File: src/rtl/exe_alu_iter.sv
// Iterative integer ALU for the RV32I/RV64I OP and OP-IMM groups.
// Single-cycle ops complete in one cycle. Shifts are retired SHIFT_STEP bits per cycle.
// Results are held valid until they are consumed.
module exe_alu_iter #(
  parameter int unsigned DATA_WIDTH = 32,
  parameter int unsigned SHIFT_STEP = 4
) (
  input  logic                  clk_i,
  input  logic                  rst_i,
  input  logic                  in_valid_i,
  output logic                  in_ready_o,
  input  logic [31:0]           inst_i,
  input  logic [DATA_WIDTH-1:0] op1_i,
  input  logic [DATA_WIDTH-1:0] op2_i,
  output logic                  out_valid_o,
  input  logic                  out_ready_i,
  output logic [DATA_WIDTH-1:0] reg_wdata_o,
  output logic [4:0]            reg_waddr_o,
  output logic                  reg_we_o,
  output logic                  illegal_o
);

  localparam int unsigned ShW  = $clog2(DATA_WIDTH);
  // One extra bit so that a full-width SHIFT_STEP can be represented.
  localparam int unsigned CntW = ShW + 1;
  localparam logic [CntW-1:0] StepC = CntW'(SHIFT_STEP);

  typedef enum logic [1:0] {StIdle, StShift, StDone} state_e;
  typedef enum logic [1:0] {ShNone, ShLeft, ShRightL, ShRightA} shift_e;

  state_e                r_state, w_state_next;
  shift_e                r_kind, w_kind_next;
  logic [DATA_WIDTH-1:0] r_work, w_work_next;
  logic [CntW-1:0]       r_remain, w_remain_next;
  logic [4:0]            r_rd, w_rd_next;
  logic                  r_we, w_we_next;
  logic                  r_illegal, w_illegal_next;

  logic [6:0]            w_opcode, w_funct7;
  logic [2:0]            w_funct3;
  logic                  w_shf_zero, w_shf_alt;
  logic                  w_legal, w_is_shift;
  shift_e                w_sh_kind;
  logic [DATA_WIDTH-1:0] w_alu, w_sum, w_diff, w_slt, w_sltu, w_shifted;
  logic [ShW-1:0]        w_amt;
  logic [CntW-1:0]       w_step;
  logic                  w_accept;
  // Register-number fields are resolved upstream; only the operand values are used here.
  logic                  w_unused;

  assign w_opcode = inst_i[6:0];
  assign w_funct3 = inst_i[14:12];
  assign w_funct7 = inst_i[31:25];
  assign w_amt    = op2_i[ShW-1:0];
  assign w_sum    = op1_i + op2_i;
  assign w_diff   = op1_i - op2_i;
  assign w_slt    = {{(DATA_WIDTH-1){1'b0}}, ($signed(op1_i) < $signed(op2_i))};
  assign w_sltu   = {{(DATA_WIDTH-1){1'b0}}, (op1_i < op2_i)};
  assign w_unused = ^inst_i[24:15];

  assign in_ready_o = (r_state == StIdle) || ((r_state == StDone) && out_ready_i);
  assign w_accept   = in_valid_i && in_ready_o && !rst_i;

  // Immediate-shift funct check: RV64 uses a 6-bit shamt, so inst_i[25] belongs to it.
  always_comb begin
    if (DATA_WIDTH == 64) begin
      w_shf_zero = (inst_i[31:26] == 6'b000000);
      w_shf_alt  = (inst_i[31:26] == 6'b010000);
    end else begin
      w_shf_zero = (inst_i[31:25] == 7'b0000000);
      w_shf_alt  = (inst_i[31:25] == 7'b0100000);
    end
  end

  // Decode the offered instruction and compute the single-cycle result.
  always_comb begin
    w_legal    = 1'b0;
    w_is_shift = 1'b0;
    w_sh_kind  = ShNone;
    w_alu      = '0;
    unique case (w_opcode)
      7'b0010011: begin
        unique case (w_funct3)
          3'b000: begin w_legal = 1'b1; w_alu = w_sum; end
          3'b010: begin w_legal = 1'b1; w_alu = w_slt; end
          3'b011: begin w_legal = 1'b1; w_alu = w_sltu; end
          3'b100: begin w_legal = 1'b1; w_alu = op1_i ^ op2_i; end
          3'b110: begin w_legal = 1'b1; w_alu = op1_i | op2_i; end
          3'b111: begin w_legal = 1'b1; w_alu = op1_i & op2_i; end
          3'b001: begin
            w_legal    = w_shf_zero;
            w_is_shift = 1'b1;
            w_sh_kind  = ShLeft;
          end
          default: begin
            w_legal    = w_shf_zero || w_shf_alt;
            w_is_shift = 1'b1;
            w_sh_kind  = w_shf_alt ? ShRightA : ShRightL;
          end
        endcase
      end
      7'b0110011: begin
        if (w_funct7 == 7'b0000000) begin
          w_legal = 1'b1;
          unique case (w_funct3)
            3'b000:  w_alu = w_sum;
            3'b001:  begin w_is_shift = 1'b1; w_sh_kind = ShLeft; end
            3'b010:  w_alu = w_slt;
            3'b011:  w_alu = w_sltu;
            3'b100:  w_alu = op1_i ^ op2_i;
            3'b101:  begin w_is_shift = 1'b1; w_sh_kind = ShRightL; end
            3'b110:  w_alu = op1_i | op2_i;
            default: w_alu = op1_i & op2_i;
          endcase
        end else if (w_funct7 == 7'b0100000) begin
          if (w_funct3 == 3'b000) begin
            w_legal = 1'b1;
            w_alu   = w_diff;
          end else if (w_funct3 == 3'b101) begin
            w_legal    = 1'b1;
            w_is_shift = 1'b1;
            w_sh_kind  = ShRightA;
          end
        end
      end
      default: ;
    endcase
  end

  // One shift iteration: retire at most SHIFT_STEP bits of the remaining amount.
  always_comb begin
    w_step = (r_remain > StepC) ? StepC : r_remain;
    unique case (r_kind)
      ShLeft:   w_shifted = r_work << w_step;
      ShRightL: w_shifted = r_work >> w_step;
      ShRightA: w_shifted = DATA_WIDTH'($signed(r_work) >>> w_step);
      default:  w_shifted = r_work;
    endcase
  end

  // Next-state: iterate shifts, release results, capture newly accepted ops.
  always_comb begin
    w_state_next   = r_state;
    w_kind_next    = r_kind;
    w_work_next    = r_work;
    w_remain_next  = r_remain;
    w_rd_next      = r_rd;
    w_we_next      = r_we;
    w_illegal_next = r_illegal;
    unique case (r_state)
      StShift: begin
        w_work_next   = w_shifted;
        w_remain_next = r_remain - w_step;
        if (w_remain_next == '0) w_state_next = StDone;
      end
      StDone: begin
        if (out_ready_i) w_state_next = StIdle;
      end
      default: ;
    endcase
    // Acceptance in StDone overrides the return to idle, giving one op per cycle.
    if (w_accept) begin
      w_rd_next      = inst_i[11:7];
      w_illegal_next = !w_legal;
      w_we_next      = w_legal && (inst_i[11:7] != 5'd0);
      w_kind_next    = w_sh_kind;
      w_remain_next  = '0;
      w_state_next   = StDone;
      if (!w_legal) begin
        w_work_next = '0;
      end else if (w_is_shift) begin
        w_work_next = op1_i;
        if (w_amt != '0) begin
          w_remain_next = {1'b0, w_amt};
          w_state_next  = StShift;
        end
      end else begin
        w_work_next = w_alu;
      end
    end
  end

  // State and datapath registers with synchronous reset.
  always_ff @(posedge clk_i) begin
    if (rst_i) begin
      r_state   <= StIdle;
      r_kind    <= ShNone;
      r_work    <= '0;
      r_remain  <= '0;
      r_rd      <= '0;
      r_we      <= 1'b0;
      r_illegal <= 1'b0;
    end else begin
      r_state   <= w_state_next;
      r_kind    <= w_kind_next;
      r_work    <= w_work_next;
      r_remain  <= w_remain_next;
      r_rd      <= w_rd_next;
      r_we      <= w_we_next;
      r_illegal <= w_illegal_next;
    end
  end

  // Outputs are forced to zero unless a result is being presented.
  always_comb begin
    out_valid_o = (r_state == StDone);
    reg_wdata_o = out_valid_o ? r_work : '0;
    reg_waddr_o = out_valid_o ? r_rd : 5'd0;
    reg_we_o    = out_valid_o && r_we;
    illegal_o   = out_valid_o && r_illegal;
  end

endmodule

File: config.mk
export PLATFORM = sky130hd
export DESIGN_NAME = exe_alu_iter
export DESIGN_NICKNAME = d
export VERILOG_FILES = /design/src/rtl/exe_alu_iter.sv
export SDC_FILE = /design/constraint.sdc
export NUM_CORES = 1
export LEC_CHECK = 0
export CAP_MARGIN = 40
export CORE_MARGIN = 1.5
export CORE_UTILIZATION = 31
export DETAILED_ROUTE_END_ITERATION = 16
export GPL_TIMING_DRIVEN = 0
export PLACE_DENSITY = 0.57
export SYNTH_ARGS = -nofsm -noshare
export SYNTH_HDL_FRONTEND = slang
export SYNTH_SLANG_ARGS = --single-unit
File: constraint.sdc
create_clock -name clk_i -period 5.75 [get_ports clk_i]
set_clock_uncertainty 0.05 [all_clocks]
set_input_delay 0.8625 -clock clk_i [delete_from_list [all_inputs] [get_ports clk_i]]
set_output_delay 0.8625 -clock clk_i [all_outputs]
set_load 0.02 [all_outputs]
Run 1, met1 routing:
Cells faint in the background.
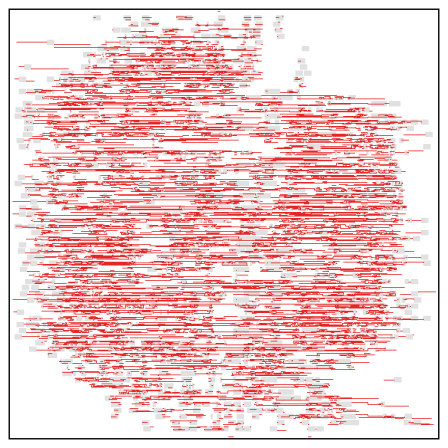
share of all routed wire: 41%
main direction: horizontal
wire length on this layer: 22.1 mm
nets with wire on the layer: 1795

Run 1, M2 wires:
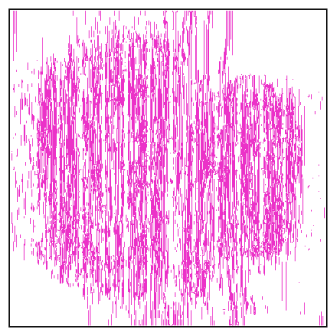
main direction: vertical
longest straight run: 78.5 microns
nets with wire on the layer: 1547
wire length on this layer: 25.3 mm

==> datasheet_impl.txt, run 1 <==
Characteristics after synthesis and place and route

Parameter                              Value

Synthesis
  Fraction of synthesis flops using an asynchronous set or reset pin .................. 0
  Commonest flop .................. dfxtp_1
  Register share after synthesis .................. 0.0906

Run status
  Status .................. finished, final reports clean

Routing
  Overall via count from detail_route .................. 13687
  Via density per instance .................. 6.10

GRT
  Pin count of the biggest net entering global routing .................. 15
  Overflow left after global routing .................. 0

Place
  Number of instances in the placed design .................. 2237
  Count of port buffers added during placement .................. 129

Finish
  Combinational gate area .................. 8820 sq um
  Fraction of layout cells with a size suffix above 1 .................. 0.0547
  Synthesis-to-layout area growth .................. 19.0%
  Final instance area .................. 12900 sq um

CTS
  Late-Pin Clk Latency .................. 0.30 ns

Hold path
  Hold Path Depth .................. 2

Pwr
  Leakage Power .................. 4.96 nW
  Peak VDD IR .................. 0.0956 mV

Timing
  Summed negative setup slack over all endpoints .................. 0 ns

Worst setup path
  Family with the most delay on the worst path .................. AND-OR/OR-AND gates
  Cell with the largest stage delay on the worst path .................. clkdlybuf4s50_1
  CP dominant cell by count .................. nor2_1

Job
  Total of max-cap violations .................. 0
Run 1, metal 3:
Cells faint in the background.
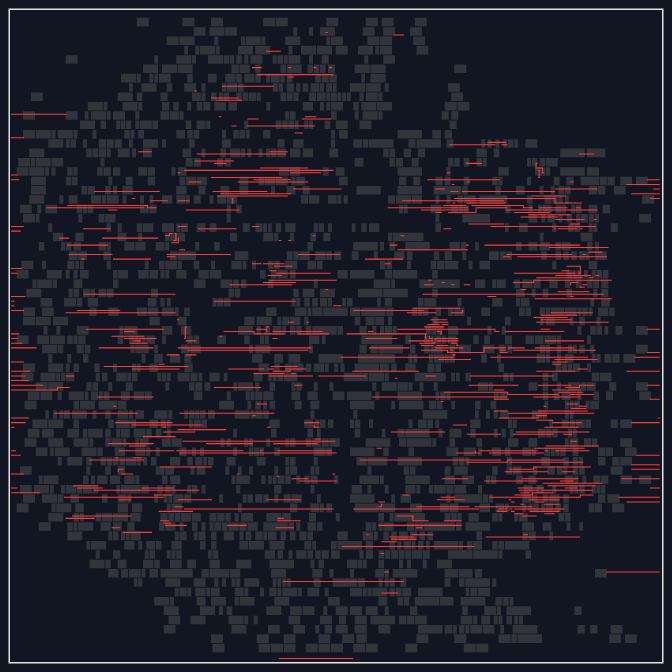
wire length on this layer: 4140 microns
longest straight run: 52.4 microns
nets with wire on the layer: 295

Run 1, the metal 4 layer:
Scale bar: 50 microns. Cells faint in the background.
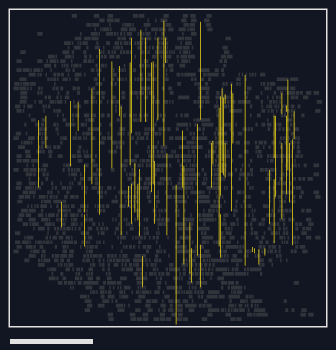
main direction: vertical
longest straight run: 114 microns
share of all routed wire: 4.9%
nets with wire on the layer: 56
wire length on this layer: 2630 microns

[run 1: worst paths after layout]
path,start,slack (ns),to
worst min register to register,r_rd[3],0.41,r_rd[3]
worst min-delay path,r_rd[3],0.41,r_rd[3]
worst max-delay path,op2_i[1],1.16,r_work[31]
worst max register to register,r_remain[5],2.31,r_work[20]
[run 1: final cells by class]
class	count	area share
Tap cell	455	0.0442
Buffer	127	0.0459
Timing Repair Buffer	131	0.102
Inverter	115	0.0335
Multi-Input combinational cell	1360	0.685
Clock inverter	1	0.00233
Sequential cell	49	0.0762
Clock buffer	7	0.0111
[run 1: tightest hold or removal path: stages (launching register included)]
cell and delay [ns]:
dfxtp_1 0.31, nand2_1 0.05, a21oi_1 0.05
[run 1: cell families after synthesis]
family,synth area share
flip-flops,0.0906
adder cells (fa/ha/maj),0.118
XOR/XNOR,0.0243
AND/OR/NAND/NOR,0.270
buffers and inverters,0.0945
other,0.000347
multiplexers,0.0509
AND-OR/OR-AND,0.351
[run 1: layer usage]
layer | global-route usage | up-vias
met2 | 0.498 | 785
li1 | - | 6274
met3 | 0.0256 | 151
met1 | 0.373 | 6477
met5 | 0 | -
met4 | 0.132 | 0
[run 1: flip-flops by register name (all words and copies together) (netlist names)]
signal and count:
r_work 32, r_remain 6, r_rd 5, r_kind 2, r_state 2, r_illegal 1, r_we 1
[run 1: metrics by stage]
step           utilization  worst slack [ns]
2_1_floorplan            -              2.32
3_3_place_gp         0.368             0.972
3_5_place_dp         0.369             0.926
4_1_cts              0.374              1.23
5_1_grt              0.374              1.02
6_report             0.374              1.16
[run 1: power groups by stage]
stage               combinational (mW)  clock [mW]  sequential (mW)
finish                           0.919       0.354            0.364
global route                     0.987       0.366            0.365
CTS                              0.897       0.357            0.363
detailed placement               0.892           0            0.371
global placement                 0.894           0            0.371
floorplan                        0.570           0            0.365
## Run 2: what changed since run 1
Settings changed: PLACE_DENSITY 0.57 to 0.59.
Clock period 5.75 ns to 3.7 ns, I/O delays scaled along.
==> run 2 against run 1 <==
Net effect:
- worst hold slack got worse by 0.0061 ns
- sequential share of layout area decreased by 0.25 points
- global-route usage increased by 0.10 points
- via count increased by 1.3%
- largest power group unchanged
- critical path type unchanged
- die area unchanged
- sequential power increased by 55%
- largest cell class unchanged
- critical path depth increased by 1
==> datasheet_impl.txt, run 2 <==
Characteristics after synthesis and place and route

Parameter                              Value

Hold path
  Startpoint of the tightest hold check path .................. r_rd[2]
  Class of the tightest hold or removal check .................. flip-flop to flip-flop
  Hold EP .................. r_rd[2]
  Hold Path Depth .................. 2 (unchanged)

Routing
  ANT nets after route .................. 0
  Overall via count from detail_route .................. 13866 (+1.3%)
  Via density per instance .................. 6.16 (+1.0%)
  Count of TritonRoute iterations in the first routing pass .................. 5

Finish
  Most flops, register .................. r_work
  Final instance area .................. 13300 sq um (+3.4%)
  Fraction of layout cells with a size suffix above 1 .................. 0.0952 (+0.0405)
  Number of flip-flops under the largest register name .................. 32 (unchanged)
  Most frequent logic cell in the layout .................. nor2_1
  Largest registers .................. r_work: 32 flops, r_remain: 6 flops, r_rd: 5 flops
  Synthesis-to-layout area growth .................. 23.0%

Worst setup path
  Sequence of cells on the critical path .................. clkdlybuf4s50_1, inv_1, ha_1, buf_4, o21ai_0, a221oi_1, nand3_1, or2_0, a21oi_2, nor2_1, a211oi_1, and2_0, o32ai_1
  Buffering stage count on the worst path with inverters included .................. 3
  Family with the most delay on the worst path .................. AND-OR/OR-AND gates
  R2R Path Start .................. r_remain[5]
  Origin of the worst setup path .................. op1_i[5]
  Worst-case register-to-register setup slack .................. 0.28 ns (-2.03 ns)
  Cell with the largest stage delay on the worst path .................. clkdlybuf4s50_1
  Worst setup path end .................. r_work[29]

Job
  Total of max-cap violations .................. 0 (unchanged)

Pwr
  Peak VDD IR .................. 0.153 mV (+60%)
  Leakage Power .................. 5.24 nW (+5.6%)

GRT
  Pin count of the biggest net entering global routing .................. 20 (+5)
  Overflow left after global routing .................. 0 (unchanged)

Synthesis
  Register share after synthesis .................. 0.0906 (unchanged)
  Commonest flop .................. dfxtp_1
  Fraction of synthesis flops using an asynchronous set or reset pin .................. 0 (unchanged)
  Yosys stat cell total .................. 1651

CTS
  Late-Pin Clk Latency .................. 0.31 ns (about the same)
  Clock tree from TritonCTS .................. done
  CTS H-tree depth .................. 2

Timing
  Min Hold Slack .................. 0.404 ns
  Summed negative setup slack over all endpoints .................. 0 ns (unchanged)

Run status
  Status .................. finished, final reports clean

Floorplan
  Die height .................. 190 microns
  Standard-cell rows .................. 68

Place
  Number of instances in the placed design .................. 2239 (+0.089%)
  Count of port buffers added during placement .................. 129 (unchanged)
run 2: cell count changes in the layout (fill, tap and decap cells not counted), moves of 5 or more:
cell	before	now
clkbuf_1	80	64
clkdlybuf4s50_1	129	114
a21oi_1	136	126
a221oi_2	0	5
a221oi_1	18	13
buf_4	7	18
clkbuf_2	0	12
a21oi_2	0	8
dlymetal6s2s_1	0	13
run 2: cell type report:
| class | count | area, sq um |
|---|---|---|
| buffer | 123 | 611 |
| clock inverter | 3 | 47.5 |
| timing repair buffer | 141 | 1420 |
| inverter | 115 | 435 |
| multi-input combinational | 1360 | 9130 |
| tap | 455 | 569 |
| fill | 3791 | 21100 |
| clock buffer | 5 | 125 |
| sequential | 49 | 981 |
run 2: what timing repair did:
action	in CTS	in global routing
endpoints found under the setup margin	25	25
gates resized	46	60
pin swaps	6	17
hold buffers	0	0
buffers inserted	3	5
run 2: kinds of logic after synthesis:
group / after synthesis / synth area share
AND-OR/OR-AND: 570 / 0.351
XOR/XNOR: 30 / 0.0243
adder cells (fa/ha/maj): 101 / 0.118
buffers and inverters: 242 / 0.0945
flip-flops: 49 / 0.0906
multiplexers: 48 / 0.0509
other: 1 / 0.000347
AND/OR/NAND/NOR: 610 / 0.270
run 2: where the power goes:
part	switching [mW]	total [mW]	internal [mW]
logic	0.959	1.51	0.549
registers	0.0216	0.565	0.543
clock network	0.241	0.566	0.325
run 2: per-stage QoR:
stage	setup slack, ns	util
detailed placement	-0.871	0.369
global route	-0.0351	0.386
global placement	-0.889	0.368
CTS	0.00253	0.380
floorplan	0.578	-
finish	0.0238	0.386
run 2: layer usage:
metal / up-vias / GRT usage / part of all wire
met5: - / 0 / 0
met1: 6657 / 0.384 / 0.42
met3: 143 / 0.0220 / 0.071
li1: 6302 / - / -
met4: 0 / 0.128 / 0.043
met2: 764 / 0.494 / 0.47
Run 2, the metal 4 layer:
Scale bar: 50 microns. Cells faint in the background.
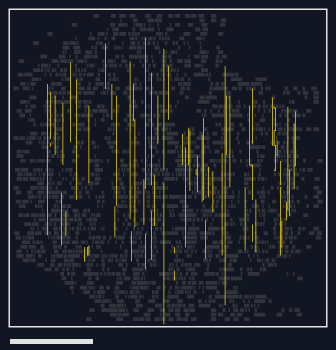
share of all routed wire: 4.3%
longest straight run: 144 microns
nets with wire on the layer: 58
main direction: vertical

Run 2, congestion heat map:
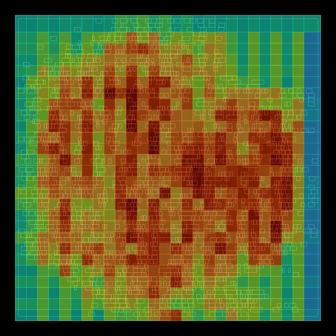
Post-Route Utilization: 0.386
met3 layer usage reported by global route: 0.0220
routed wirelength normalized by instance count: 24.3 microns
most crowded layer after global routing: met2
GR Util All Layers: 0.294

Run 2, M2 wires:
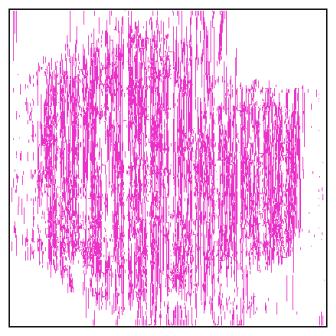
longest straight run: 97.9 microns
main direction: vertical
share of all routed wire: 47%

## Run 3: what changed since run 2
Settings changed: ABC_CLOCK_PERIOD_IN_PS set to 3700, CELL_PAD_IN_SITES_DETAIL_PLACEMENT set to 1, CELL_PAD_IN_SITES_GLOBAL_PLACEMENT set to 1, PLACE_DENSITY 0.59 to 0.75.
==> run 3 against run 2 <==
Net effect:
- combinational power rose by 3%
- sequential power about the same
- cell area is 0.24% higher
- global-route usage up 1.6 points
- utilization rose by 0.094 points
- critical path depth shrank 1
- the run now ends with negative setup slack left
- clock power is 13% lower
- largest cell class unchanged
==> datasheet_impl.txt, run 3 <==
Characteristics after synthesis and place and route

Parameter                              Value

Place
  Post-Place Setup Slack .................. -0.806 ns (+0.0645 ns)
  Count of port buffers added during placement .................. 129 (unchanged)

Finish
  Largest registers .................. r_work: 32 flops, r_remain: 6 flops, r_rd: 5 flops
  FF/Latch Area .................. 981 sq um (unchanged)
  Post-Route Utilization .................. 0.387 (+0.000944)
  Fraction of layout cells with a size suffix above 1 .................. 0.0981 (+0.00284)
  Combinational gate area .................. 9220 sq um (+0.99%)
  Number of clock buffers in the layout .................. 5 (unchanged)
  Cell class with the largest area share .................. multi-input combinational cells
  Seq_cells .................. 49 (unchanged)
  Non-clock buffers, area share .................. 0.149 (-0.00300)
  Synthesis-to-layout area growth .................. 23.3%
  Multi-input logic cell count .................. 1360 (unchanged)
  Proportion of cell area occupied by multi-input gates .................. 0.691 (+0.00508)
  Register fraction of the total cell area .................. 0.0735 (-0.000180)
  Most flops, register .................. r_work
  Repair and plain buffers .................. 263 (-0.38%)

Timing
  Final-report setup violation count .................. 1
  Crit path setup slack, layout .................. -0.000522 ns (-0.0243 ns)

GRT
  Met3 layer usage reported by global route .................. 0.0277 (+0.00572)
  Fraction of met1 tracks used by global routing .................. 0.393 (+0.00976)
  Pin count of the biggest net entering global routing .................. 20 (unchanged)
  Overflow left after global routing .................. 0 (unchanged)
  GR Util All Layers .................. 0.310 (+0.0162)
  Most crowded layer after global routing .................. met2

CTS
  CTS H-tree depth .................. 2 (unchanged)
  Late-Pin Clk Latency .................. 0.31 ns (about the same)
  Clock tree from TritonCTS .................. done
  Count of buffers added by post-CTS timing repair for setup .................. 2 (-1)
  Post-cts sizing count .................. 48 (+4.3%)

Routing
  Routed length on met3 .................. 3390 microns (-12%)
  Routed wirelength normalized by instance count .................. 25.6 microns (+5.3%)
  Sum of routed wire segments on met1 .................. 24300 microns (+6.4%)
  Met2 WL .................. 27500 microns (+7.3%)
  ANT nets after route .................. 0 (unchanged)
  Via density per instance .................. 6.16 (about the same)

Synthesis
  Yosys stat cell total .................. 1651 (unchanged)
  Commonest flop .................. dfxtp_1
  Register share after synthesis .................. 0.0906 (unchanged)
  Fraction of synthesis flops using an asynchronous set or reset pin .................. 0 (unchanged)

Hold path
  Class of the tightest hold or removal check .................. flip-flop to flip-flop
  Startpoint of the tightest hold check path .................. r_we

Pwr
  Leakage Power .................. 5.19 nW (-0.93%)
  Peak VDD IR .................. 0.161 mV (+5.3%)

Worst setup path
  R2R Path Start .................. r_remain[5]

Run status
  Failing checks .................. negative setup slack
  Status .................. finished, violations left

Floorplan
  Tap cells .................. 455 (unchanged)
run 3: cell counts after synthesis:
Identical to the previous run, type by type.
run 3: final timing paths:
| path | endpoint | slack [ns] | cells after the start |
|---|---|---|---|
| max | r_work[29] | -0.0005 | 12 |
| max reg2reg | r_work[20] | 0.15 | 9 |
| min | r_we | 0.40 | 2 |
| min reg2reg | r_we | 0.40 | 2 |
run 3: where the power goes:
| group | leakage, nW | switching [mW] | internal [mW] | total [mW] |
|---|---|---|---|---|
| combinational | 4.72 | 0.997 | 0.557 | 1.55 |
| clock | 0.0680 | 0.236 | 0.256 | 0.492 |
| sequential | 0.399 | 0.0224 | 0.543 | 0.566 |
run 3: critical path, cell delays in order:
cell             delay, ns
clkdlybuf4s50_1       0.55
inv_1                 0.07
ha_1                  0.30
clkbuf_4              0.21
a21oi_1               0.26
a21oi_1               0.15
o311a_1               0.42
a2111oi_4             0.42
a21oi_2               0.16
xor2_1                0.19
a2111oi_4             0.38
o32ai_1               0.12
run 3: logic make-up (layout without fill, tap and decap cells):
kind of cell,count (synthesis),after routing,synth area share
muxes,48,48,0.0509
AOI/OAI and AO/OA,570,570,0.351
xor gates and xnor gates,30,30,0.0243
DFF,49,49,0.0906
buffers and inverters,242,386,0.0945
adders and majority gates,101,101,0.118
and+or+nand+nor,610,610,0.270
other,1,2,0.000347
run 3: through the flow:
step / instances / cell area (sq um) / hold WS [ns]
2_1_floorplan: 1651 / 10800 / 0.367
3_3_place_gp: 2235 / 12700 / 0.389
3_5_place_dp: 2237 / 12700 / 0.393
4_1_cts: 2245 / 13100 / 0.408
5_1_grt: 2251 / 13300 / 0.423
6_report: 2251 / 13300 / 0.401
Run 3, the metal 4 layer:
Scale bar: 50 microns. Cells faint in the background.
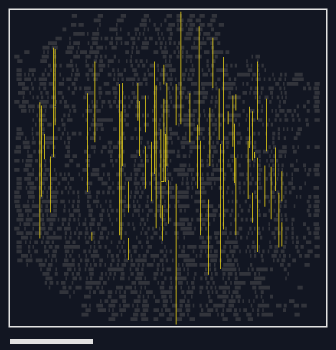
longest straight run: 103 microns
wire length on this layer: 2380 microns
main direction: vertical
nets with wire on the layer: 50
share of all routed wire: 4.1%
routed wire length: 57600 microns
overall via count from detail_route: 13876

Run 3, metal 3:
Cells faint in the background.
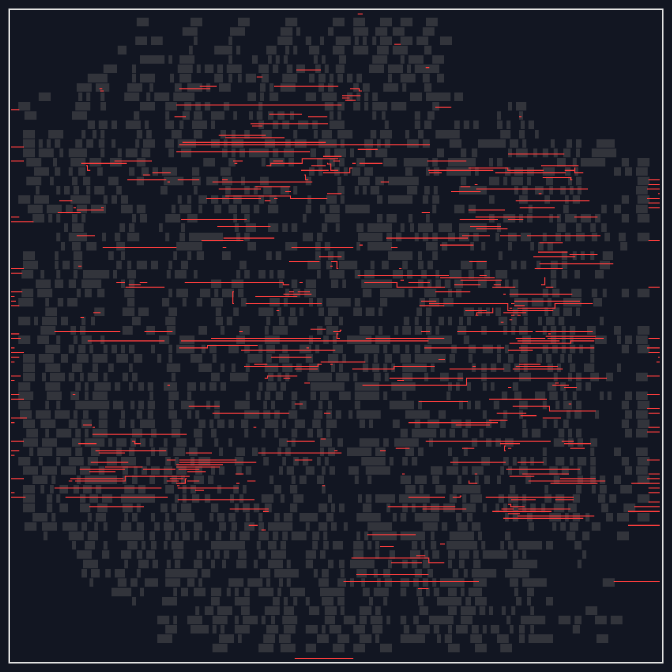
wire length on this layer: 3390 microns
share of all routed wire: 5.9%
longest straight run: 72.7 microns
nets with wire on the layer: 257

Run 3, M2 wires:
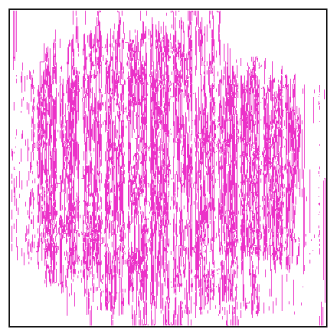
share of all routed wire: 48%
longest straight run: 83.1 microns
main direction: vertical
wire length on this layer: 27.5 mm
met2 GRT Util: 0.532

Power and IR drop assume default switching activity.
